--- src/rtl/weights_fetch_ctrl.sv ---
// Weight fetch controller: reads LANES weights from a 1-cycle-latency BRAM, packs them and hands the word to the register file.
// Define WEIGHTS_FETCH_STALL_CNT_EN to add a saturating stall_cnt output counting consumer back-pressure cycles.
module weights_fetch_ctrl #(
  parameter int WTS_WIDTH  = 17,
  parameter int LANES      = 4,
  parameter int ADDR_WIDTH = 10,
  parameter int CNT_WIDTH  = 8
) (
  input  logic                         clock,
  input  logic                         reset,
  input  logic                         start,
  input  logic [ADDR_WIDTH-1:0]        base_addr,
  input  logic [CNT_WIDTH-1:0]         num_groups,
  output logic                         mem_rd_en,
  output logic [ADDR_WIDTH-1:0]        mem_addr,
  input  logic [WTS_WIDTH-1:0]         mem_rdata,
  output logic [WTS_WIDTH*LANES-1:0]   wts_out,
  output logic                         wts_load,
  input  logic                         wts_ready,
  output logic                         busy,
  output logic                         done
`ifdef WEIGHTS_FETCH_STALL_CNT_EN
  ,
  output logic [15:0]                  stall_cnt
`endif
);

  localparam int LCW = $clog2(LANES + 1);
  localparam int IDW = (LANES > 1) ? $clog2(LANES) : 1;

  typedef enum logic [2:0] {IDLE, FETCH, DRAIN, PRESENT, DONE} state_t;

  state_t                       state_q, state_d;
  logic [LCW-1:0]               lane_cnt_q, lane_cnt_d;
  logic [CNT_WIDTH-1:0]         grp_cnt_q, grp_cnt_d;
  logic [CNT_WIDTH-1:0]         num_groups_q, num_groups_d;
  logic [ADDR_WIDTH-1:0]        rd_ptr_q, rd_ptr_d;
  logic [ADDR_WIDTH-1:0]        mem_addr_q, mem_addr_d;
  logic                         mem_rd_en_q, mem_rd_en_d;
  logic [IDW-1:0]               issue_idx_q, issue_idx_d;
  logic [IDW-1:0]               cap_idx_q, cap_idx_d;
  logic                         cap_vld_q, cap_vld_d;
  logic [WTS_WIDTH*LANES-1:0]   wts_out_q, wts_out_d;
  logic                         wts_load_q, wts_load_d;
  logic                         busy_q, busy_d;
  logic                         done_q, done_d;
`ifdef WEIGHTS_FETCH_STALL_CNT_EN
  logic [15:0]                  stall_cnt_q, stall_cnt_d;
`endif

  // Read pointer advances once per issued read, so group boundaries and address wrap come for free.
  always_comb begin
    state_d      = state_q;
    lane_cnt_d   = lane_cnt_q;
    grp_cnt_d    = grp_cnt_q;
    num_groups_d = num_groups_q;
    rd_ptr_d     = rd_ptr_q;
    mem_addr_d   = mem_addr_q;
    mem_rd_en_d  = 1'b0;
    issue_idx_d  = issue_idx_q;
    cap_vld_d    = mem_rd_en_q;
    cap_idx_d    = issue_idx_q;
    wts_out_d    = wts_out_q;
    wts_load_d   = wts_load_q;
    busy_d       = busy_q;
    done_d       = 1'b0;
`ifdef WEIGHTS_FETCH_STALL_CNT_EN
    stall_cnt_d  = stall_cnt_q;
`endif

    for (int l = 0; l < LANES; l++) begin
      if (cap_vld_q && (cap_idx_q == IDW'(l))) begin
        wts_out_d[l*WTS_WIDTH +: WTS_WIDTH] = mem_rdata;
      end
    end

    case (state_q)
      IDLE: begin
        busy_d = 1'b0;
        if (start) begin
          busy_d       = 1'b1;
          num_groups_d = num_groups;
          rd_ptr_d     = base_addr;
          lane_cnt_d   = '0;
          grp_cnt_d    = '0;
`ifdef WEIGHTS_FETCH_STALL_CNT_EN
          stall_cnt_d  = '0;
`endif
          if (num_groups != '0) begin
            state_d = FETCH;
          end else begin
            state_d = DONE;
            done_d  = 1'b1;
          end
        end
      end
      FETCH: begin
        if (lane_cnt_q != LCW'(LANES)) begin
          mem_rd_en_d = 1'b1;
          mem_addr_d  = rd_ptr_q;
          rd_ptr_d    = rd_ptr_q + ADDR_WIDTH'(1);
          issue_idx_d = IDW'(lane_cnt_q);
          lane_cnt_d  = lane_cnt_q + LCW'(1);
        end else begin
          state_d = DRAIN;
        end
      end
      DRAIN: begin
        state_d    = PRESENT;
        wts_load_d = 1'b1;
      end
      PRESENT: begin
        if (wts_ready) begin
          wts_load_d = 1'b0;
          if (grp_cnt_q == num_groups_q - CNT_WIDTH'(1)) begin
            state_d = DONE;
            done_d  = 1'b1;
          end else begin
            state_d    = FETCH;
            grp_cnt_d  = grp_cnt_q + CNT_WIDTH'(1);
            lane_cnt_d = '0;
          end
        end
`ifdef WEIGHTS_FETCH_STALL_CNT_EN
        else if (stall_cnt_q != 16'hFFFF) begin
          stall_cnt_d = stall_cnt_q + 16'd1;
        end
`endif
      end
      DONE: begin
        state_d = IDLE;
        busy_d  = 1'b0;
      end
      default: begin
        state_d = IDLE;
      end
    endcase
  end

  always_ff @(posedge clock or negedge reset) begin
    if (!reset) begin
      state_q      <= IDLE;
      lane_cnt_q   <= '0;
      grp_cnt_q    <= '0;
      num_groups_q <= '0;
      rd_ptr_q     <= '0;
      mem_addr_q   <= '0;
      mem_rd_en_q  <= 1'b0;
      issue_idx_q  <= '0;
      cap_idx_q    <= '0;
      cap_vld_q    <= 1'b0;
      wts_out_q    <= '0;
      wts_load_q   <= 1'b0;
      busy_q       <= 1'b0;
      done_q       <= 1'b0;
`ifdef WEIGHTS_FETCH_STALL_CNT_EN
      stall_cnt_q  <= '0;
`endif
    end else begin
      state_q      <= state_d;
      lane_cnt_q   <= lane_cnt_d;
      grp_cnt_q    <= grp_cnt_d;
      num_groups_q <= num_groups_d;
      rd_ptr_q     <= rd_ptr_d;
      mem_addr_q   <= mem_addr_d;
      mem_rd_en_q  <= mem_rd_en_d;
      issue_idx_q  <= issue_idx_d;
      cap_idx_q    <= cap_idx_d;
      cap_vld_q    <= cap_vld_d;
      wts_out_q    <= wts_out_d;
      wts_load_q   <= wts_load_d;
      busy_q       <= busy_d;
      done_q       <= done_d;
`ifdef WEIGHTS_FETCH_STALL_CNT_EN
      stall_cnt_q  <= stall_cnt_d;
`endif
    end
  end

  assign mem_rd_en = mem_rd_en_q;
  assign mem_addr  = mem_addr_q;
  assign wts_out   = wts_out_q;
  assign wts_load  = wts_load_q;
  assign busy      = busy_q;
  assign done      = done_q;
`ifdef WEIGHTS_FETCH_STALL_CNT_EN
  assign stall_cnt = stall_cnt_q;
`endif

endmodule

--- config.mk ---
export PLATFORM = sky130hd
export DESIGN_NAME = weights_fetch_ctrl
export DESIGN_NICKNAME = d
export VERILOG_FILES = /design/src/rtl/weights_fetch_ctrl.sv
export SDC_FILE = /design/constraint.sdc
export NUM_CORES = 1
export LEC_CHECK = 0
export CAP_MARGIN = 20
export CELL_PAD_IN_SITES_DETAIL_PLACEMENT = 2
export CELL_PAD_IN_SITES_GLOBAL_PLACEMENT = 2
export CORE_MARGIN = 3
export CORE_UTILIZATION = 35
export CTS_CLUSTER_DIAMETER = 60
export CTS_CLUSTER_SIZE = 10
export DETAILED_ROUTE_END_ITERATION = 16
export PLACE_DENSITY = 0.86
export REMOVE_ABC_BUFFERS = 1
export SYNTH_ARGS = -nofsm -noshare
export SYNTH_HDL_FRONTEND = slang
export SYNTH_SLANG_ARGS = --single-unit
--- constraint.sdc ---
create_clock -name clock -period 6.1 [get_ports clock]
set_clock_uncertainty 0.2 [all_clocks]
set_input_delay 1.22 -clock clock [delete_from_list [all_inputs] [get_ports clock]]
set_output_delay 1.22 -clock clock [all_outputs]
set_load 0.005 [all_outputs]
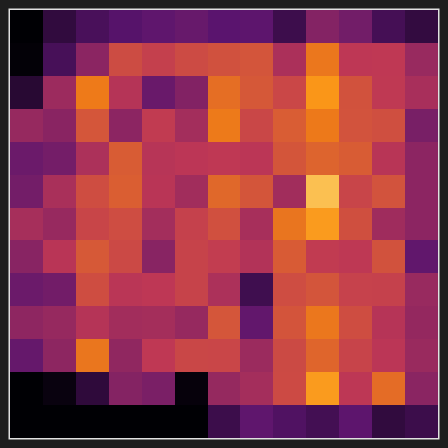
Figure 1: run 1, placement density heat map.
13 x 13 tiles, from black (low) to pale yellow (high), 0 to 100% covered.
emptiest ninth of the die: south-west
tiles over 75% full: 2.4%
fullest tile: 86%
mean over tiles: 43%
Core Region: 0.0142 mm²
Core Util, Final: 0.510
Init Core Util: 0.366

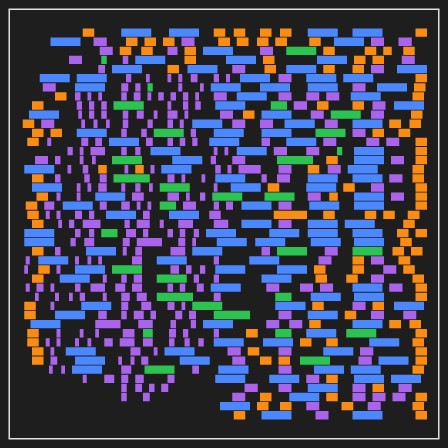
Figure 2: run 1, placed cells, one colour a class.
legend:
  purple:
    class: combinational and other logic
    cells: 299
    share_of_their_area: 31%
  green:
    class: clock drivers and dummy loads
    cells: 30
    share_of_their_area: 9.1%
  blue:
    class: flops
    cells: 119
    share_of_their_area: 42%
  orange:
    class: other buffers and delay cells
    cells: 124
    share_of_their_area: 18%

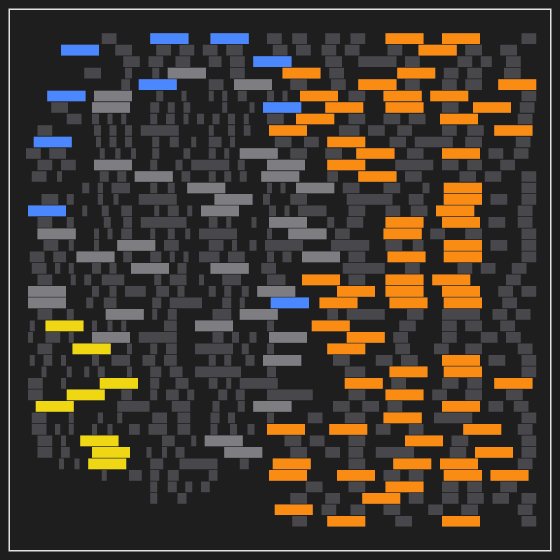
Figure 3: run 1, register map, names as in the netlist.
legend:
  yellow:
    netlist_name: num_groups_q
    placed_flops: 8
    where: south-west
  orange:
    netlist_name: wts_out
    placed_flops: 68
  blue:
    netlist_name: mem_addr
    placed_flops: 10
not coloured: 33

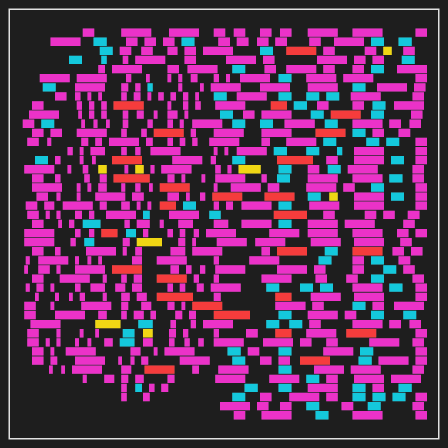
Figure 4: run 1, sizing map.
legend:
  magenta:
    size: _0 and _1 cells
    cells: 447
  cyan:
    size: _2 cells
    cells: 90
    most_used: mux2_2
  red:
    size: _6 and larger
    cells: 27
    most_used: clkbuf_16
  yellow:
    size: _3 and _4 cells
    cells: 8
    most_used: buf_4
Signal buffers: 124
area grow syn2layout: 39.4%

==> results.toml, run 1 <==
# physical design summary
[clocking]
clkTransAtPathRegs_ps = 60
clk_latency_ps = 410

[worst_setup_path]
path_cells = "inv_1, ha_1, xnor2_1, nor4_2, nand4bb_1, o21ai_2, a21oi_1, or3_1"
rr_worst_depth = 8
arrival_ps = 3040
required_ps = 6190
worst-path-buf-inv = 1

[final_layout]
largest_reg_flops = 68
ff_count = 119
drive_gt1_frac = 0.219
most-common-layout-cells = "dfrtp_1 (119), clkdlybuf4s50_1 (119), mux2_2 (78)"
logic_gate_count = 291
antenna_cells = 0

[global_routing]
overflow = 0
grt_util_all_layers = 0.206
grtUsageMet3 = 0.0392
grt_max_degree = 64

[yosys]
postSynthCellCount = 433
top_cells_by_count = "dfrtp_1 (119), mux2_2 (78), nand2_1 (50), a21oi_1 (27), o21ai_0 (22)"
postSynth.asyncResetShare = 1.00
synth-main-ff-cell = "dfrtp_1"
synth.most_common_cell = "dfrtp_1"
avgSynthCellArea_um2 = 12.0

[hold_path]
whs_path_depth = 0
hp-class = "reg -> reg"

[route]
wire_per_inst_um = 22.0
drtIter0Drc = 112
wl_met1_mm = 7.08
viasPerCell = 5.32
route.met2.wl_mm = 8.64

[status]
status = "completed"

[sta]
min_period_ps = 2950
setup_viol = 0
hold_violations = 0

[die]
die_h_um = 128

[placement]
place_congestion = 0.777
-- run 1: worst max-delay path by stage --
stage | slack (ps) | cells past startpoint | start | end
after floorplan | 3180 | 4 | start | rd_ptr_q[3]
after global placement | 2960 | 6 | wts_ready | grp_cnt_q[5]
after detailed placement | 2790 | 6 | wts_ready | grp_cnt_q[4]
after CTS | 3120 | 9 | num_groups_q[0] | state_q[0]
after global routing | 2900 | 9 | num_groups_q[0] | state_q[0]
final | 3150 | 8 | num_groups_q[0] | state_q[0]
-- run 1: power by group --
group	switching, mW	internal [mW]	total, mW
Sequential	0.321	1.16	1.49
Clock	0.351	0.732	1.08
Combinational	0.791	1.00	1.79
==> run 1 -> run 2 <==
--- a/config.mk
+++ b/config.mk
@@ -9,11 +9,11 @@
 export CELL_PAD_IN_SITES_DETAIL_PLACEMENT = 2
 export CELL_PAD_IN_SITES_GLOBAL_PLACEMENT = 2
 export CORE_MARGIN = 3
-export CORE_UTILIZATION = 35
+export CORE_UTILIZATION = 29
 export CTS_CLUSTER_DIAMETER = 60
 export CTS_CLUSTER_SIZE = 10
 export DETAILED_ROUTE_END_ITERATION = 16
-export PLACE_DENSITY = 0.86
+export PLACE_DENSITY = 0.76
 export REMOVE_ABC_BUFFERS = 1
 export SYNTH_ARGS = -nofsm -noshare
 export SYNTH_HDL_FRONTEND = slang
==> constraint.sdc (replaced) <==
create_clock -name clock -period 2.7 [get_ports clock]
set_clock_uncertainty 0.2 [all_clocks]
set_input_delay 0.54 -clock clock [delete_from_list [all_inputs] [get_ports clock]]
set_output_delay 0.54 -clock clock [all_outputs]
set_load 0.005 [all_outputs]
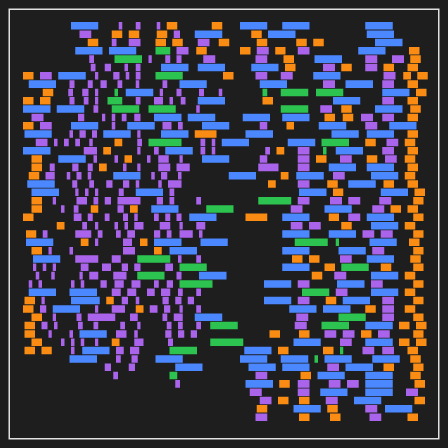
Figure 5: run 2, placed cells, one colour a class.
legend:
  blue:
    class: flops
    cells: 119
    share_of_their_area: 41%
  green:
    class: clock drivers and dummy loads
    cells: 32
    share_of_their_area: 9.2%
  purple:
    class: combinational and other logic
    cells: 299
    share_of_their_area: 30%
  orange:
    class: other buffers and delay cells
    cells: 140
    share_of_their_area: 19%
Seq/total area: 0.399
Core Util, Final: 0.429
design area: 0.00747 mm²

==> results.toml, run 2 <==
# physical design summary
[status]
status = "completed"

[clocking]
clkTransAtPathRegs_ps = 50
clk_latency_ps = 410

[yosys]
postSynth.asyncResetShare = 1.00
postSynthCellCount = 433
synth-main-ff-cell = "dfrtp_1"
top_cells_by_count = "dfrtp_1 (119), mux2_2 (78), nand2_1 (50), a21oi_1 (27), o21ai_0 (22)"
synth.most_common_cell = "dfrtp_1"
avgSynthCellArea_um2 = 12.0

[die]
initCoreUtil = 0.298
die_h_um = 140
core-area_mm2 = 0.0174

[power_and_ir_drop]
power_mw = 9.99
clk-power_mw = 2.57
p_int_mw = 6.79
powerSeq_mw = 3.27
pwr-share-clk = 0.257
power-top-group = "combinational logic"
power.leakage_nw = 3.13
p_seq_frac = 0.327
p_sw_frac = 0.320
p_comb_mw = 4.16

[final_layout]
drive_gt1_frac = 0.242
largest_reg_flops = 68
logic_gate_count = 291
most-common-layout-cells = "clkdlybuf4s50_1 (119), dfrtp_1 (118), mux2_2 (78)"
signal_buffers = 140

[placement]
place_congestion = 0.736

[hold_path]
hp-class = "reg -> reg"

[route]
drtIter0Drc = 111
wire_per_inst_um = 19.2
drt_wl_total_mm = 15.6
ant_nets = 0

[global_routing]
grt_util_all_layers = 0.162
grt_max_degree = 47
grtUsageMet3 = 0.0426

[sta]
setup_viol = 0
hold_violations = 0
min_period_ps = 2550
worst_slew_pin_slew_ps = 649
drv_slew = 0

[worst_setup_path]
arrival_ps = 2680
path_class = "reg -> reg"
path_cells = "nor4_4, a211o_2, a21oi_1, nor2_2, o21ai_2, buf_4, or3_1, a21oi_2"
required_ps = 2830
worst-path-buf-inv = 1
==> run 2: timing repair <==
item,in CTS,in global routing
hold buffers,1,0
endpoints found under the hold margin,44,0
endpoints found under the setup margin,3,5
pin swaps,0,2
buffers inserted,0,2
resized,2,5
==> run 2: final timing paths <==
path	start	endpoint	slack, ps	cells after the start
hold reg to reg	mem_rd_en	cap_vld_q	180	0
hold / removal	mem_rd_en	cap_vld_q	180	0
min in group asynchronous	reset	wts_out[48]	510	2
max in group asynchronous	reset	wts_out[55]	1120	3
setup / recovery	num_groups_q[2]	grp_cnt_q[6]	150	8
setup reg to reg	num_groups_q[2]	grp_cnt_q[6]	150	8
==> run 2: per-layer routing <==
metal  up-vias  wire length [µm]
li1       1831                 -
met1      2045              7150
met2       107              7720
met3         9               622
met4         0               131
met5         -                 0
No activity file was given, so power comes from the tool's default toggle rates.
